$ cat src/rtl/sfft_pkg.sv
// Shared types and helpers for the stochastic FFT output decoder.
// Holds the window FSM state encoding, the window-length function and
// the saturating count-to-binary conversion used by every lane.
package sfft_pkg;

   // Decoder window state: waiting for a start, or accumulating a window.
   typedef enum logic {
      IDLE  = 1'b0,
      ACCUM = 1'b1
   } state_t;

   // Window length in cycles for a given binary output width: N = 2^bw.
   function automatic int unsigned win_len(input int unsigned bw);
      return 32'd1 << bw;
   endfunction

   // Clamp a ones-count to the largest value a bw-bit word can hold.
   // A window of N all-one bits counts to N, one more than fits in bw bits,
   // so that single overflow case reads back as 2^bw-1.
   function automatic logic [31:0] saturate(input logic [31:0] count,
                                            input int unsigned bw);
      logic [31:0] lim;
      lim = (32'd1 << bw) - 32'd1;
      return (count > lim) ? lim : count;
   endfunction

endpackage

$ cat src/rtl/sc_lane_counter.sv
// One lane of the bitstream decoder: counts ones over a window.
// The accumulator is one bit wider than the output word so that a full
// window of ones (N) is representable before saturation.
// The count output already includes the bit presented this cycle, so the
// parent can capture a complete result on the final window cycle without
// waiting an extra clock.
module sc_lane_counter
   import sfft_pkg::*;
#(
   parameter int BITWIDTH = 8
) (
   input  logic                clk,
   input  logic                rst,
   input  logic                clr,
   input  logic                en,
   input  logic                din,
   output logic [BITWIDTH-1:0] count
);

   logic [BITWIDTH:0] acc;
   logic [BITWIDTH:0] acc_next;

   // Running total including the current bit when counting is enabled.
   assign acc_next = acc + (BITWIDTH+1)'(en & din);

   // Saturated view of the running total, handed to the output register.
   assign count = BITWIDTH'(saturate(32'(acc_next), BITWIDTH));

   // Accumulator: clear wins over counting so a restart begins from zero.
   always_ff @(posedge clk or posedge rst) begin
      // NOTE: non-blocking assignments keep every lane sampling the same
      // pre-edge values regardless of block evaluation order.
      if (rst) begin
         acc <= '0;
      end else if (clr) begin
         acc <= '0;
      end else if (en) begin
         acc <= acc_next;
      end
   end

endmodule

$ cat src/rtl/sfft_stream_decoder.sv
// Output-side converter for the stochastic FFT datapath.
// Counts ones per lane of the real and imaginary bitstreams over a window of
// 2^BITWIDTH enabled cycles and presents the saturated counts as binary words
// behind a single-entry valid/ready output register. A result that completes
// while the previous one is still unaccepted is dropped and flagged sticky.
module sfft_stream_decoder
   import sfft_pkg::*;
#(
   parameter int BITWIDTH  = 8,
   parameter int NUMINPUTS = 2
) (
   input  logic                          iClk,
   input  logic                          iRst,
   input  logic                          iEn,
   input  logic                          iClr,
   input  logic                          iStart,
   input  logic [NUMINPUTS-1:0]          iReal,
   input  logic [NUMINPUTS-1:0]          iImg,
   input  logic                          iReady,
   output logic                          oValid,
   output logic [NUMINPUTS*BITWIDTH-1:0] oReal,
   output logic [NUMINPUTS*BITWIDTH-1:0] oImg,
   output logic                          oBusy,
   output logic                          oOverrun
);

   localparam int unsigned        N        = win_len(BITWIDTH);
   localparam logic [BITWIDTH-1:0] LAST_CNT = BITWIDTH'(N - 1);

   state_t                               state;
   state_t                               next_state;
   logic [BITWIDTH-1:0]                  wcnt;
   logic                                 accum_en;
   logic                                 last;
   logic                                 restart;
   logic                                 lane_clr;
   logic [NUMINPUTS-1:0][BITWIDTH-1:0]   re_sum;
   logic [NUMINPUTS-1:0][BITWIDTH-1:0]   im_sum;
   logic [NUMINPUTS-1:0][BITWIDTH-1:0]   re_q;
   logic [NUMINPUTS-1:0][BITWIDTH-1:0]   im_q;
   logic                                 valid_q;
   logic                                 overrun_q;

   // A bit is counted only in ACCUM with the enable high; stalls freeze all.
   assign accum_en = (state == ACCUM) && iEn;

   // Final window cycle: the N-th counted bit is being presented now.
   assign last = accum_en && (wcnt == LAST_CNT);

   // A window (re)starts from IDLE, or seamlessly from the final cycle.
   assign restart = iStart && ((state == IDLE) || last);

   // Lane accumulators are zeroed on clear or on entry to a new window.
   assign lane_clr = iClr || restart;

   // State register.
   always_ff @(posedge iClk or posedge iRst) begin
      if (iRst) begin
         state <= IDLE;
      end else begin
         state <= next_state;
      end
   end

   // Next-state logic: clear dominates, a final cycle may chain a new window.
   always_comb begin
      // NOTE: next_state is defaulted before any branch so every path
      // assigns it and no latch is inferred.
      next_state = state;
      if (iClr) begin
         next_state = IDLE;
      end else begin
         case (state)
            IDLE:    if (iStart) next_state = ACCUM;
            ACCUM:   if (last)   next_state = iStart ? ACCUM : IDLE;
            default:             next_state = IDLE;
         endcase
      end
   end

   // Window counter: counts enabled cycles, restarts at zero per window.
   always_ff @(posedge iClk or posedge iRst) begin
      if (iRst) begin
         wcnt <= '0;
      end else if (lane_clr) begin
         wcnt <= '0;
      end else if (accum_en) begin
         wcnt <= wcnt + 1'b1;
      end
   end

   // Per-lane ones counters for the real and imaginary streams.
   for (genvar k = 0; k < NUMINPUTS; k++) begin : g_lane
      sc_lane_counter #(
         .BITWIDTH (BITWIDTH)
      ) u_re (
         .clk   (iClk),
         .rst   (iRst),
         .clr   (lane_clr),
         .en    (accum_en),
         .din   (iReal[k]),
         .count (re_sum[k])
      );

      sc_lane_counter #(
         .BITWIDTH (BITWIDTH)
      ) u_im (
         .clk   (iClk),
         .rst   (iRst),
         .clr   (lane_clr),
         .en    (accum_en),
         .din   (iImg[k]),
         .count (im_sum[k])
      );
   end

   // Output register with handshake and overrun: a load while a result is
   // still unaccepted drops the new data; a load during a handshake replaces it.
   always_ff @(posedge iClk or posedge iRst) begin
      // NOTE: the data words are reset as well, because oReal/oImg are
      // required to read zero straight out of reset.
      if (iRst) begin
         valid_q   <= 1'b0;
         overrun_q <= 1'b0;
         re_q      <= '0;
         im_q      <= '0;
      end else if (iClr) begin
         valid_q   <= 1'b0;
         overrun_q <= 1'b0;
      end else if (last) begin
         if (valid_q && !iReady) begin
            overrun_q <= 1'b1;
         end else begin
            valid_q <= 1'b1;
            re_q    <= re_sum;
            im_q    <= im_sum;
         end
      end else if (valid_q && iReady) begin
         valid_q <= 1'b0;
      end
   end

   assign oValid   = valid_q;
   assign oOverrun = overrun_q;
   assign oReal    = re_q;
   assign oImg     = im_q;
   assign oBusy    = (state == ACCUM);

endmodule

$ cat config.mk
export PLATFORM = sky130hd
export DESIGN_NAME = sfft_stream_decoder
export DESIGN_NICKNAME = d
export VERILOG_FILES = /design/src/rtl/sfft_pkg.sv /design/src/rtl/sc_lane_counter.sv /design/src/rtl/sfft_stream_decoder.sv
export SDC_FILE = /design/constraint.sdc
export NUM_CORES = 1
export LEC_CHECK = 0
export CELL_PAD_IN_SITES_DETAIL_PLACEMENT = 0
export CELL_PAD_IN_SITES_GLOBAL_PLACEMENT = 1
export CORE_ASPECT_RATIO = 0.75
export CORE_MARGIN = 3
export CORE_UTILIZATION = 47
export DETAILED_ROUTE_END_ITERATION = 7
export GPL_TIMING_DRIVEN = 0
export HOLD_SLACK_MARGIN = 0.15
export PLACE_DENSITY_LB_ADDON = 0.1
export SKIP_CTS_REPAIR_TIMING = 1
export SLEW_MARGIN = 0
export SYNTH_ARGS = -nofsm -noshare
export SYNTH_HDL_FRONTEND = slang
export SYNTH_SLANG_ARGS = --single-unit
$ cat constraint.sdc
create_clock -name iClk -period 5.6 [get_ports iClk]
set_clock_uncertainty 0.05 [all_clocks]
set_input_delay 1.12 -clock iClk [delete_from_list [all_inputs] [get_ports iClk]]
set_output_delay 1.12 -clock iClk [all_outputs]
set_load 0.01 [all_outputs]
Figure 1. Power grid (run 1).
Scale bar: 20 µm. Pins as bars on the die edge.
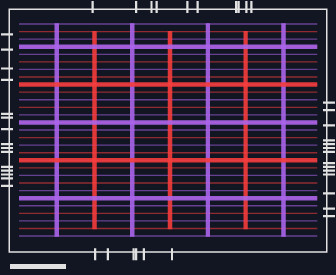
| net | color |
|---|---|
| VDD | red |
| VSS | purple |
met1 rails: 29
met5 straps: 5
rows: 28
met4 straps: 7
signal pins: 45

Figure 2. Placement by cell class (run 1).
Fill, decap, tap and diode cells in gray.
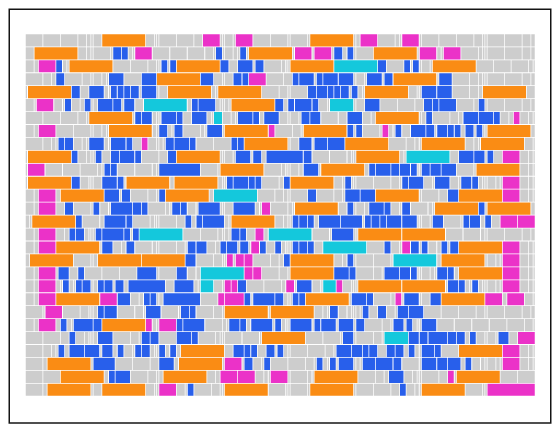
| class | color | cells | share of their area |
|---|---|---|---|
| all other logic | blue | 330 | 41% |
| clock drivers and dummy loads | cyan | 14 | 5.7% |
| other buffers and delay cells | magenta | 67 | 12% |
| flip-flops | orange | 79 | 41% |
post-route cell area: 0.00495 mm²
sequential cell area share: 39.9%
post-route core utilization: 60.6%

Figure 3. Clock distribution (run 1).
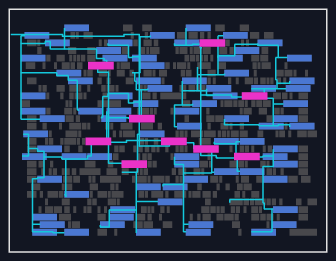
[flip-flops] blue | count: 79
[clock wires] cyan | length: 1030 µm
[cells driving clock nets] magenta | count: 9
routed clock nets: 10
flops lie: all over the die
part of the power in the clock network: 46.3%
clk_lat worst skew: 330 ps

Figure 4. Routed metal, one color a layer (run 1).
Scale bar: 20 µm. Only two layers are drawn.
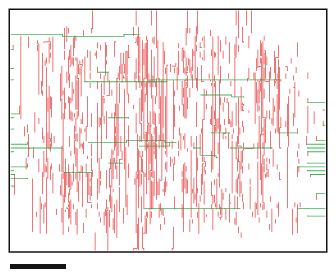
| layer | color | wire length |
|---|---|---|
| met2 | red | 4120 µm |
| met3 | green | 401 µm |

-- run 1: synthesized netlist by cell type (3+ instances only) --
| library cell | number | area (µm²) |
|---|---|---|
| nor3_1 | 17 | 85.1 |
| nor2_1 | 91 | 342 |
| a21oi_1 | 31 | 155 |
| nand2_1 | 37 | 139 |
| o21ai_0 | 5 | 25.0 |
| o31ai_1 | 3 | 22.5 |
| nand4_1 | 9 | 56.3 |
| clkbuf_1 | 12 | 45.0 |
| xnor2_1 | 35 | 307 |
| and2_1 | 4 | 25.0 |
| ha_1 | 13 | 163 |
| and3_1 | 5 | 31.3 |
| a31oi_1 | 9 | 56.3 |
| dfrtp_1 | 79 | 1980 |
| mux2i_1 | 3 | 30.0 |
| buf_2 | 9 | 45.0 |
| and4_1 | 3 | 26.3 |
| nor3b_1 | 3 | 22.5 |
| xor2_1 | 20 | 175 |
| nand3_1 | 14 | 70.1 |
| inv_1 | 7 | 26.3 |
-- run 1: final timing paths --
| check | from | end | slack, ps | cells after the start |
|---|---|---|---|---|
| setup / recovery | iEn | oReal[10]$_DFFE_PP0P_ | 2130 | 8 |
| hold / removal | oImg[6]$_DFFE_PP0P_ | oImg[6]$_DFFE_PP0P_ | 430 | 2 |
| setup reg to reg | oBusy$_DFF_PP0_ | oReal[10]$_DFFE_PP0P_ | 2880 | 8 |
| hold reg to reg | oImg[6]$_DFFE_PP0P_ | oImg[6]$_DFFE_PP0P_ | 430 | 2 |
| max in group asynchronous | iRst | g_lane[1].u_re.acc[1]$_DFFE_PP0P_ | 3850 | 3 |
| min in group asynchronous | iRst | oImg[6]$_DFFE_PP0P_ | 1060 | 2 |
==> out/results.tsv, run 1 <==
stage	metric	value	unit
outcome	status	finished clean	
sta	Hold Slack	426	ps
cts	CTS tree	built	
power	Pleak	2.05	nW
critical_path	WP data required	5740	ps
flow_run	maxcap violations	0	
floorplanning	die area	0.00983	mm²
sta	Max Fclk	288	MHz
final_layout	Area-dominant class	registers	
final_layout	area grow syn2layout	21.5	%
final_layout	ant diodes	0	
final_layout	layout cell share with drive strength beyond 1	7.55	%
power	maximum vdd drop	0.125	mV
cts	clock-pin slew on the worst setup and hold paths	60	ps
synthesis	yosys aoi share	7.56	%
global_route	grt total ovfl	0	
critical_path	Critical-path top delay cell	clkdlybuf4s50_1	
sta	min Tclk post-route	3470	ps
final_layout	Comb/total area	39.8	%
final_layout	multi-input logic area	0.00197	mm²
global_route	met2 GRT Util	32.5	%
global_route	vias in the first global route	3158	
synthesis	xor+xnor area frac	11.8	%
power	Power Density	235	mW/mm²
power	Reg power frac	49.4	%
synthesis	Synth logic family	simple AND/OR/NAND/NOR gates	
detailed_routing	M1 WL	4750	µm
detailed_routing	Starting DRT DRC Count	144	
critical_path	CP bufs+invs	1	
flow_run	Log Warnings	30	
placement	gpl congestion	0.806	
detailed_routing	vias	3168	
placement	Cells after DPL	581	
synthesis	Synth Instances	431	
global_route	met3 usage	4.40	%
detailed_routing	Top Metal Used	met4	
power	design internal power	0.905	mW
cts	clk sinks	79	
global_route	gr usage total	21.2	%
sta	RSZ-0062 raised after global routing	false	
global_route	gr busiest metal	met2	
critical_path	Crit. End Element	register	
sta	final hold vios	0	
cts	Max clock buf depth	2	
detailed_routing	WL met2	4120	µm
synthesis	#FFs+latches synth	79	
Figure 5. The clock network (run 1).
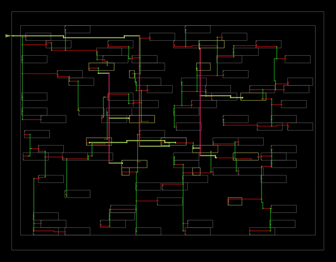

==> inputs of run 2 (changes only) <==
Settings changed: CORE_UTILIZATION 47 to 39.
Clock period 5.6 ns to 3 ns, I/O delays scaled along.
Figure 6. The clock network (run 2).
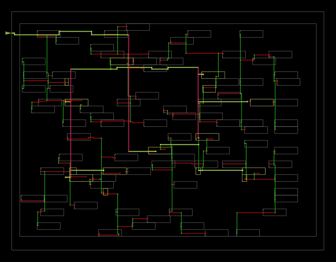
CTS buffer count: 9
clock group power: 0.997 mW
flip-flops: 79
clk sinks: 79

==> out/results.tsv, run 2 <==
stage	metric	value	unit	change
outcome	status	finished clean		
sta	Setup-failing EPs final	0		
power	part of the power in the clock network	46.2	%	about the same
cts	CTS tree	built		
worst_hold_path	Hold Path Stages	2		unchanged
floorplanning	floorplan core density	41.0	%	
cts	root buffer cell	clkbuf_16		
global_route	grt total ovfl	0		unchanged
synthesis	most frequent cell after synthesis	nor2_1		
power	Power Total	2.16	mW	
synthesis	Synth area leaders	dfrtp_1 49%, nor2_1 8.4%, xnor2_1 7.5%, xor2_1 4.3%, ha_1 4.0%		
synthesis	Synth top area share	48.5	%	unchanged
critical_path	WP data required	3170	ps	-2570 ps
cts	clk_lat worst skew	340	ps	about the same
final_layout	Top cells excl fill/tap	91 x nor2_1, 79 x dfrtp_1, 43 x clkdlybuf4s50_1		
final_layout	nets@finish	511		
floorplanning	CORE AREA	0.00993	mm²	
synthesis	Dominant flop cell	dfrtp_1		
cts	clock-pin slew on the worst setup and hold paths	60	ps	about the same
floorplanning	die area	0.0117	mm²	+19%
global_route	gr usage total	18.4	%	-2.7 points
final_layout	biggest regs	g_lane.u_im.acc x18, g_lane.u_re.acc x18		
placement	gpl congestion	0.778		-3.5%
sta	Max Transition Viols Final	0		
detailed_routing	DRC violations left	0		
flow_run	Log Warnings	30		unchanged
power	Power Density	433	mW/mm²	+85%
detailed_routing	Starting DRT DRC Count	176		+22%
synthesis	Post-synth ARST share	100	%	
sta	min Tclk post-route	2680	ps	
power	combinational share of power	4.3	%	
worst_hold_path	min-delay src	oImg[7]$_DFFE_PP0P_		
flow_run	maxcap violations	0		unchanged
synthesis	#FFs+latches synth	79		unchanged
power	Pleak	2.07	nW	+0.80%
power	Reg power frac	49.5	%	about the same
power	Flop+latch power	1.07	mW	
final_layout	ant diodes	0		unchanged
critical_path	CP arrival	2850	ps	
synthesis	area leader, netlist	dfrtp_1		
critical_path	CP max FO	10		
synthesis	Syn Std Cell Area	0.00407	mm²	
sta	setup slack after layout	318	ps	
placement	IO buf count	44		
critical_path	crit path kind	reg2reg		
synthesis	register area share after synthesis	48.5	%	
power	design internal power	1.67	mW	+84%
detailed_routing	remaining antenna violation count after routing	0		
synthesis	ys cells	431		
final_layout	most used logic cell in the final layout	nor2_1		
final_layout	post-route core utilization	50.2	%	-10 points
cts	Max clock buf depth	2		unchanged
sta	Max Fclk	373	MHz	
synthesis	Synth Instances	431		unchanged
power	maximum vdd drop	0.278	mV	+120%
critical_path	Crit. End Element	register		
synthesis	flip-flops with a built-in enable	0		
detailed_routing	DRT Pass-1 Iters	4		
placement	DP Area	0.00471	mm²	
placement	pre-CTS WS	-352	ps	
synthesis	synth cell count leaders	91 x nor2_1, 79 x dfrtp_1, 37 x nand2_1, 35 x xnor2_1, 31 x a21oi_1		
critical_path	R2R depth	9		+1
sta	Hold Slack	431	ps	+4.79 ps
sta	final hold vios	0		unchanged
sta	Max-slew headroom	58.5	%	
critical_path	Startpoint Class	register		
power	Psw	0.491	mW	
critical_path	terminus of the critical flop-to-flop path	oReal[15]$_DFFE_PP0P_		
critical_path	worst r2r src	oBusy$_DFF_PP0_		
critical_path	register-to-register setup slack	320	ps	-2560 ps
worst_hold_path	Hold Crit Class	reg2reg		
synthesis	total number of yosys warnings	0		
final_layout	area grow syn2layout	22.4	%	
detailed_routing	vias	3150		-0.57%
placement	Cells after DPL	608		+4.6%
final_layout	post-route cell area	0.00498	mm²	+0.73%
sta	Tcrit/Tclk final	89.4	%	
global_route	largest net degree at the start of global routing	66		
final_layout	layout cell share with drive strength beyond 1	7.72	%	+0.17 points
sta	RSZ-0062 raised after global routing	false		
global_route	number of antenna violations at the first check in global routing	0		
global_route	first-pass GRT wire length	16400	µm	
floorplanning	io pins	45		
global_route	vias in the first global route	3145		-0.41%
worst_hold_path	Hold EP	oImg[7]$_DFFE_PP0P_		
## run 2: cell counts after synthesis
Identical to the previous run, type by type.
## run 2: cells by family (layout without fill, tap and decap cells)
group	count (synthesis)	in the layout	synth area share [%]
and+or+nand+nor	196	196	23.7
buffers and inverters	29	90	3.13
AOI/OAI and AO/OA	54	54	7.56
xor gates and xnor gates	55	55	11.8
muxes	5	5	1.29
adders and majority gates	13	13	3.99
DFF	79	79	48.5
## run 2: layout make-up
cell class / instances / area [µm²]
inverters: 7 / 28.8
repair buffers: 46 / 478
fillers: 980 / 4940
flip-flops and latches: 79 / 1980
plain buffers: 22 / 101
multi-input cells: 323 / 1970
clock inverters: 4 / 22.5
well taps: 132 / 165
clock buffers: 11 / 243
## run 2: metal layers
metal	GRT usage [%]	wire, µm
met1	26.8	4900
met2	26.9	4260
met3	4.31	505
met4	6.38	133
met5	0	0
## run 2: how the worst max path moves through the flow
| stage | slack [ps] | from | to | cells after the start |
|---|---|---|---|---|
| floorplan | 330 | iRst | g_lane[0].u_im.acc[0]$_DFFE_PP0P_ | 1 |
| global placement | -1160 | iRst | oReal[13]$_DFFE_PP0P_ | 2 |
| detailed placement | -350 | iEn | oReal[15]$_DFFE_PP0P_ | 8 |
| CTS | 3 | iEn | oReal[15]$_DFFE_PP0P_ | 8 |
| global route | 40 | oBusy$_DFF_PP0_ | oReal[15]$_DFFE_PP0P_ | 9 |
| finish | 320 | oBusy$_DFF_PP0_ | oReal[15]$_DFFE_PP0P_ | 9 |
## run 2: worst max-delay path: stages (launching register included)
cell      delay (ps)
dfrtp_1          410
clkbuf_1         340
and3_1           270
ha_1             160
ha_1             200
nand3_1          270
o21a_1           310
nor4_4           260
buf_4            200
a21oi_1           80
Power figures rest on the tool's default switching activity, not on a simulated workload.
